Fig. 1: run 1, cell placement
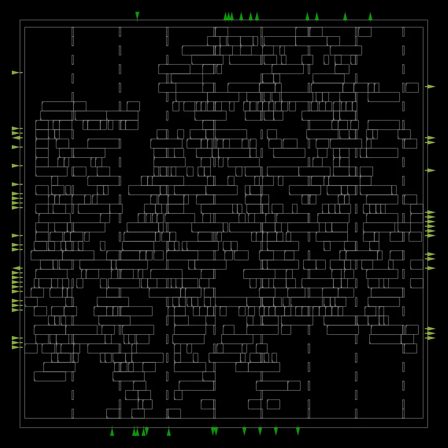
Fig. 2: run 1, where the registers sit
Scale bar: 20 um. Other sequential cells in the stronger gray, the rest of the logic in the fainter gray.
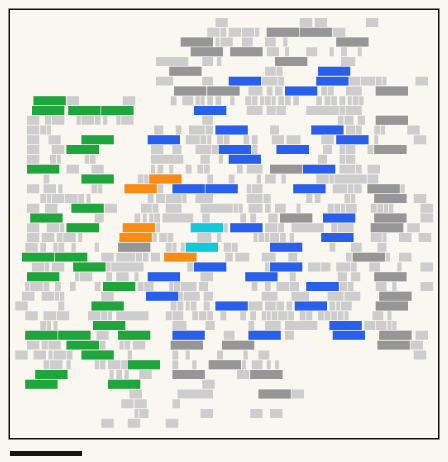
Fig. 3: run 1, PDN straps and rails
Scale bar: 20 um. Pins as bars on the die edge. Tap cells in gray.
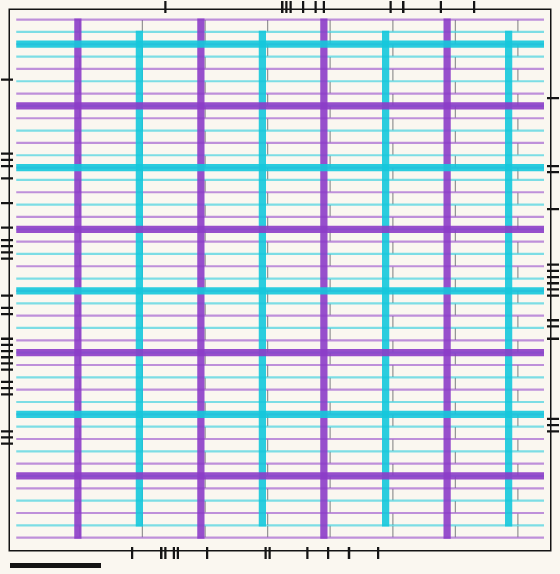
Fig. 4: run 1, placement density heat map
Scale bar: 20 um. The die is cut into 12 by 12 equal tiles; white is low, dark blue is high, 0 to 100% covered.
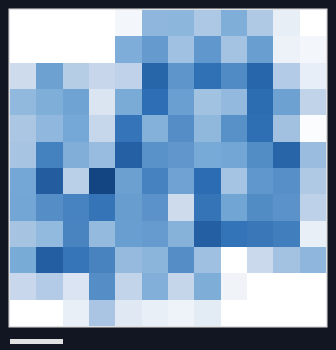
==> config.mk <==
export PLATFORM = sky130hd
export DESIGN_NAME = bin_to_bcd_seq
export DESIGN_NICKNAME = d
export VERILOG_FILES = /design/src/rtl/bin_to_bcd_seq_pkg.sv /design/src/rtl/bin_to_bcd_seq_digit_adj.sv /design/src/rtl/bin_to_bcd_seq.sv
export SDC_FILE = /design/constraint.sdc
export NUM_CORES = 1
export LEC_CHECK = 0
export CAP_MARGIN = 40
export CORE_UTILIZATION = 35
export CTS_CLUSTER_DIAMETER = 80
export DETAILED_ROUTE_END_ITERATION = 10
export GPL_ROUTABILITY_DRIVEN = 0
export GPL_TIMING_DRIVEN = 0
export PLACE_DENSITY_LB_ADDON = 0.25
export SYNTH_ARGS = -nofsm -noshare
export SYNTH_HDL_FRONTEND = slang
export SYNTH_SLANG_ARGS = --single-unit
==> constraint.sdc <==
create_clock -name clk -period 5.3 [get_ports clk]
set_clock_uncertainty 0.15 [all_clocks]
set_input_delay 1.06 -clock clk [delete_from_list [all_inputs] [get_ports clk]]
set_output_delay 1.06 -clock clk [all_outputs]
set_load 0.05 [all_outputs]
==> flow_summary_export.csv, run 1 <==
group,metric,value,unit
run_status,status,"finished, final reports clean",
global_routing,grt_use_met2,0.269,
global_routing,global_route.usage.met1,0.191,
worst_setup_path,crit_slowest_cell,"clkdlybuf4s50_1",
power_and_ir_drop,p_sw,1450,uW
worst_setup_path,cp.depth,5,
worst_setup_path,path_max_fanout,10,
worst_setup_path,required,4.09,ns
yosys,ys_cells,467,
final_layout,sh_comb_area,0.351,
power_and_ir_drop,power.share.clock,0.176,
sta,setup_slack,1.86,ns
placement,place_hpwl,7330,um
final_layout,largest_class,"sequential cells",
worst_setup_path,rr_worst_depth,6,
cts,clk_latency,0.34,ns
power_and_ir_drop,seqPwrFrac,0.370,
global_routing,grt_pass1_vias,3688,
die,die-area,0.0142,mm2
final_layout,clockNetworkAreaShare,0.0459,
yosys,yosys.area_share.adder,0.0469,
placement,place_area,0.00567,mm2
yosys,ys_sh_simple,0.123,
global_routing,grtUsageMet3,0.0297,
worst_setup_path,cp-start-kind,"flop",
sta,hold_viol_final,0,
worst_setup_path,crit_type,"reg -> out",
sta,rsz0062_at_grt,"no",
final_layout,num_antenna_cells,0,
power_and_ir_drop,power_clock,607,uW
global_routing,antenna_found_initial,0,
final_layout,clkbuf_count,13,
worst_setup_path,end_kind,"primary output",
final_layout,layout.cells.non_filler,721,
power_and_ir_drop,combinationalPowerShare,0.455,
final_layout,layout_top_cell,"dfrtp_1",
sta,clock.fmax,291,MHz
detailed_routing,met3_length,386,um
yosys,ys_seq_frac,0.511,
yosys,syn_nets,515,
global_routing,grt-ovfl-total,0,
global_routing,grt_first_pass_wirelength,17500,um
power_and_ir_drop,comb-power,1570,uW
final_layout,ff_count,98,
final_layout,fillers,1282,
yosys,top_area_frac,0.511,
power_and_ir_drop,switching_share,0.419,
yosys,mux_share,0.0782,
cts,cts-root-buf,"clkbuf_16",
global_routing,top_usage_layer,"met2",
placement,io_buffers,62,
job,warnings,35,
yosys,edf_count,0,
yosys,yosysWarnings,0,
min_path,hp-class,"reg -> reg",
detailed_routing,totalWireLength,10300,um
detailed_routing,highest-signal-layer,"met4",
die,ios,65,
final_layout,logic_gate_count,318,
yosys,synth-xor-area-share,0.0164,
cts,post_cts_buffers,0,
cts,clock_path_buffers,2,
cts,htree_levels,3,
cts,cts_tree,"yes",
power_and_ir_drop,top_power_group,"combinational cells",
final_layout,area_delta_synth_final,23.8,%
worst_setup_path,regToRegSetupSlack,3.41,ns
final_layout,fin_area,0.00594,mm2
Back to the opening pictures, Fig. 1:
# Taps: 176
num rows: 42
Core Region: 0.0133 mm2

Back to the opening pictures, Fig. 2:
cyan -> state_q  # flops 2
blue -> acc_q  # flops 32
green -> shreg_q  # flops 27
orange -> cnt_q  # flops 5
post-layout util: 0.447
sequential logic power: 1280 uW
sequential portion of the cell area: 0.413

Back to the opening pictures, Fig. 3:
cyan -> VDD
purple -> VSS
tap cells = 176
met1 rails = 43
Die Height: 119 um
Peak VDD IR: 0.000208 V
DIE WIDTH: 119 um

Back to the opening pictures, Fig. 4:
tiles over 75% full = 7.6%
mean over tiles = 40%
fullest tile = 92%
nearly empty tiles = 14%
emptiest ninth of the die = north-west
densest ninth of the die = center
Init Core Util: 0.361

## Run 2: what changed since run 1
==> constraint.sdc (replaced) <==
create_clock -name clk -period 3.2 [get_ports clk]
set_clock_uncertainty 0.15 [all_clocks]
set_input_delay 0.64 -clock clk [delete_from_list [all_inputs] [get_ports clk]]
set_output_delay 0.64 -clock clk [all_outputs]
set_load 0.05 [all_outputs]
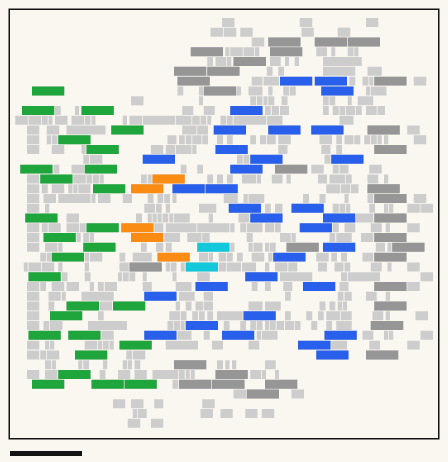
Fig. 5. Where the registers sit (run 2).
Scale bar: 20 um. Other sequential cells in the stronger gray, the rest of the logic in the fainter gray.
post-layout util: 0.452
register area: 0.00245 mm2

==> flow_summary_export.csv, run 2 <==
group,metric,value,unit
global_routing,grt_max_degree,38,
cts,cts-root-buf,"clkbuf_16",
job,drv_cap,0,
worst_setup_path,end_kind,"primary output",
worst_setup_path,crit_slowest_cell,"clkdlybuf4s50_1",
power_and_ir_drop,power.share.clock,0.206,
min_path,hp-class,"reg -> reg",
min_path,hold_depth,2,
final_layout,layout_top_cell,"dfrtp_1",
power_and_ir_drop,p_sw,2420,uW
final_layout,layout.cells.non_filler,720,
power_and_ir_drop,peakVddDrop,0.000337,V
sta,hold_viol_final,0,
global_routing,grt_pass1_vias,3632,
final_layout,num_antenna_cells,0,
global_routing,grt-ovfl-total,0,
power_and_ir_drop,seqPwrFrac,0.355,
power_and_ir_drop,internal_power,3540,uW
worst_setup_path,required,2.41,ns
yosys,synth.logic.top_family,"AND-OR/OR-AND gates",
yosys,edf_count,0,
worst_setup_path,path_max_fanout,10,
final_layout,inv_count,23,
cts,cts_tree,"yes",
yosys,ys_cells,467,
cts,cts_hold_buf,0,
die,fp_util,0.361,
worst_setup_path,cp-start-kind,"flop",
global_routing,grt_use_met2,0.265,
yosys,async_flop_share,1.00,
cts,htree_levels,3,
yosys,yosysWarnings,0,
die,core,0.0133,mm2
global_routing,top_usage_layer,"met2",
yosys,ys_seq_frac,0.511,
cts,clock_path_buffers,2,
power_and_ir_drop,pg_seq,2120,uW
yosys,synth-xor-area-share,0.0164,
yosys,ys.flop_type,"dfrtp_1",
die,die_w,119,um
worst_setup_path,regToRegSetupSlack,1.30,ns
yosys,syn-cell-area,0.00480,mm2
placement,place_area,0.00568,mm2
detailed_routing,totalWireLength,10400,um
yosys,ys_area,0.00480,mm2
run_status,status,"finished, final reports clean",
cts,ctsResizeCount,0,
global_routing,antenna_found_initial,0,
final_layout,fillers,1307,
power_and_ir_drop,switching_share,0.407,
cts,post_cts_buffers,0,
yosys,mux_share,0.0782,
detailed_routing,highest-signal-layer,"met4",
worst_setup_path,max_stage_delay,0.84,ns
yosys,top_area_frac,0.511,
detailed_routing,drt-initial-drc-count,125,
sta,fin_crit_sh,0.939,
final_layout,clockNetworkAreaShare,0.0547,
power_and_ir_drop,power,5960,uW
cts,clk_latency,0.35,ns
power_and_ir_drop,power_clock,1230,uW
final_layout,fin_area,0.00601,mm2
power_and_ir_drop,top_power_group,"combinational cells",
worst_setup_path,rr_worst_depth,6,
final_layout,clkbuf_count,10,
power_and_ir_drop,power_density,992,mW/mm2
final_layout,area_delta_synth_final,25.3,%
yosys,ys_sh_simple,0.123,
global_routing,grt_first_pass_wirelength,17900,um
yosys,syn_area_per_cell,10.3,um2
worst_setup_path,cp.depth,5,
global_routing,global_route.usage.met1,0.198,
yosys,yosys.area_share.adder,0.0469,
die,die-area,0.0142,mm2
detailed_routing,met3_length,442,um
die,die_h,119,um
final_layout,ff_count,98,
placement,io_buffers,62,
yosys,synth_cell_types,31,
power_and_ir_drop,combinationalPowerShare,0.439,
placement,place_hpwl,7440,um
sta,rsz0062_at_grt,"no",
die,tap_cells,176,
final_layout,seq_area_frac,0.408,
job,warnings,35,
yosys,syn_nets,515,
power_and_ir_drop,comb-power,2620,uW
final_layout,comb_area,0.00209,mm2
die,fp-row-count,42,
final_layout,nNonClkBuffers,92,
final_layout,largest_class,"sequential cells",
die,ios,65,
final_layout,sh_comb_area,0.347,
sta,clock.fmax,333,MHz
sta,setup_slack,0.196,ns
global_routing,grtUsageMet3,0.0455,
final_layout,logic_gate_count,318,
worst_setup_path,crit_type,"reg -> out",
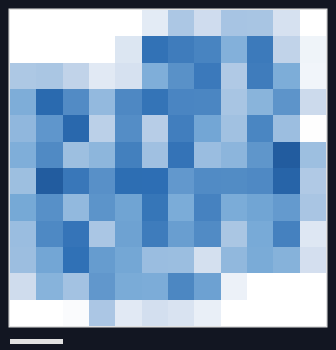
Fig. 6. Placement density heat map (run 2).
Scale bar: 20 um. The die is cut into 12 by 12 equal tiles; white is low, dark blue is high, 0 to 100% covered.
nearly empty tiles = 14%
tiles over 75% full = 4.9%
fullest tile = 82%
mean over tiles = 41%

No activity file was given, so power comes from the tool's default toggle rates.
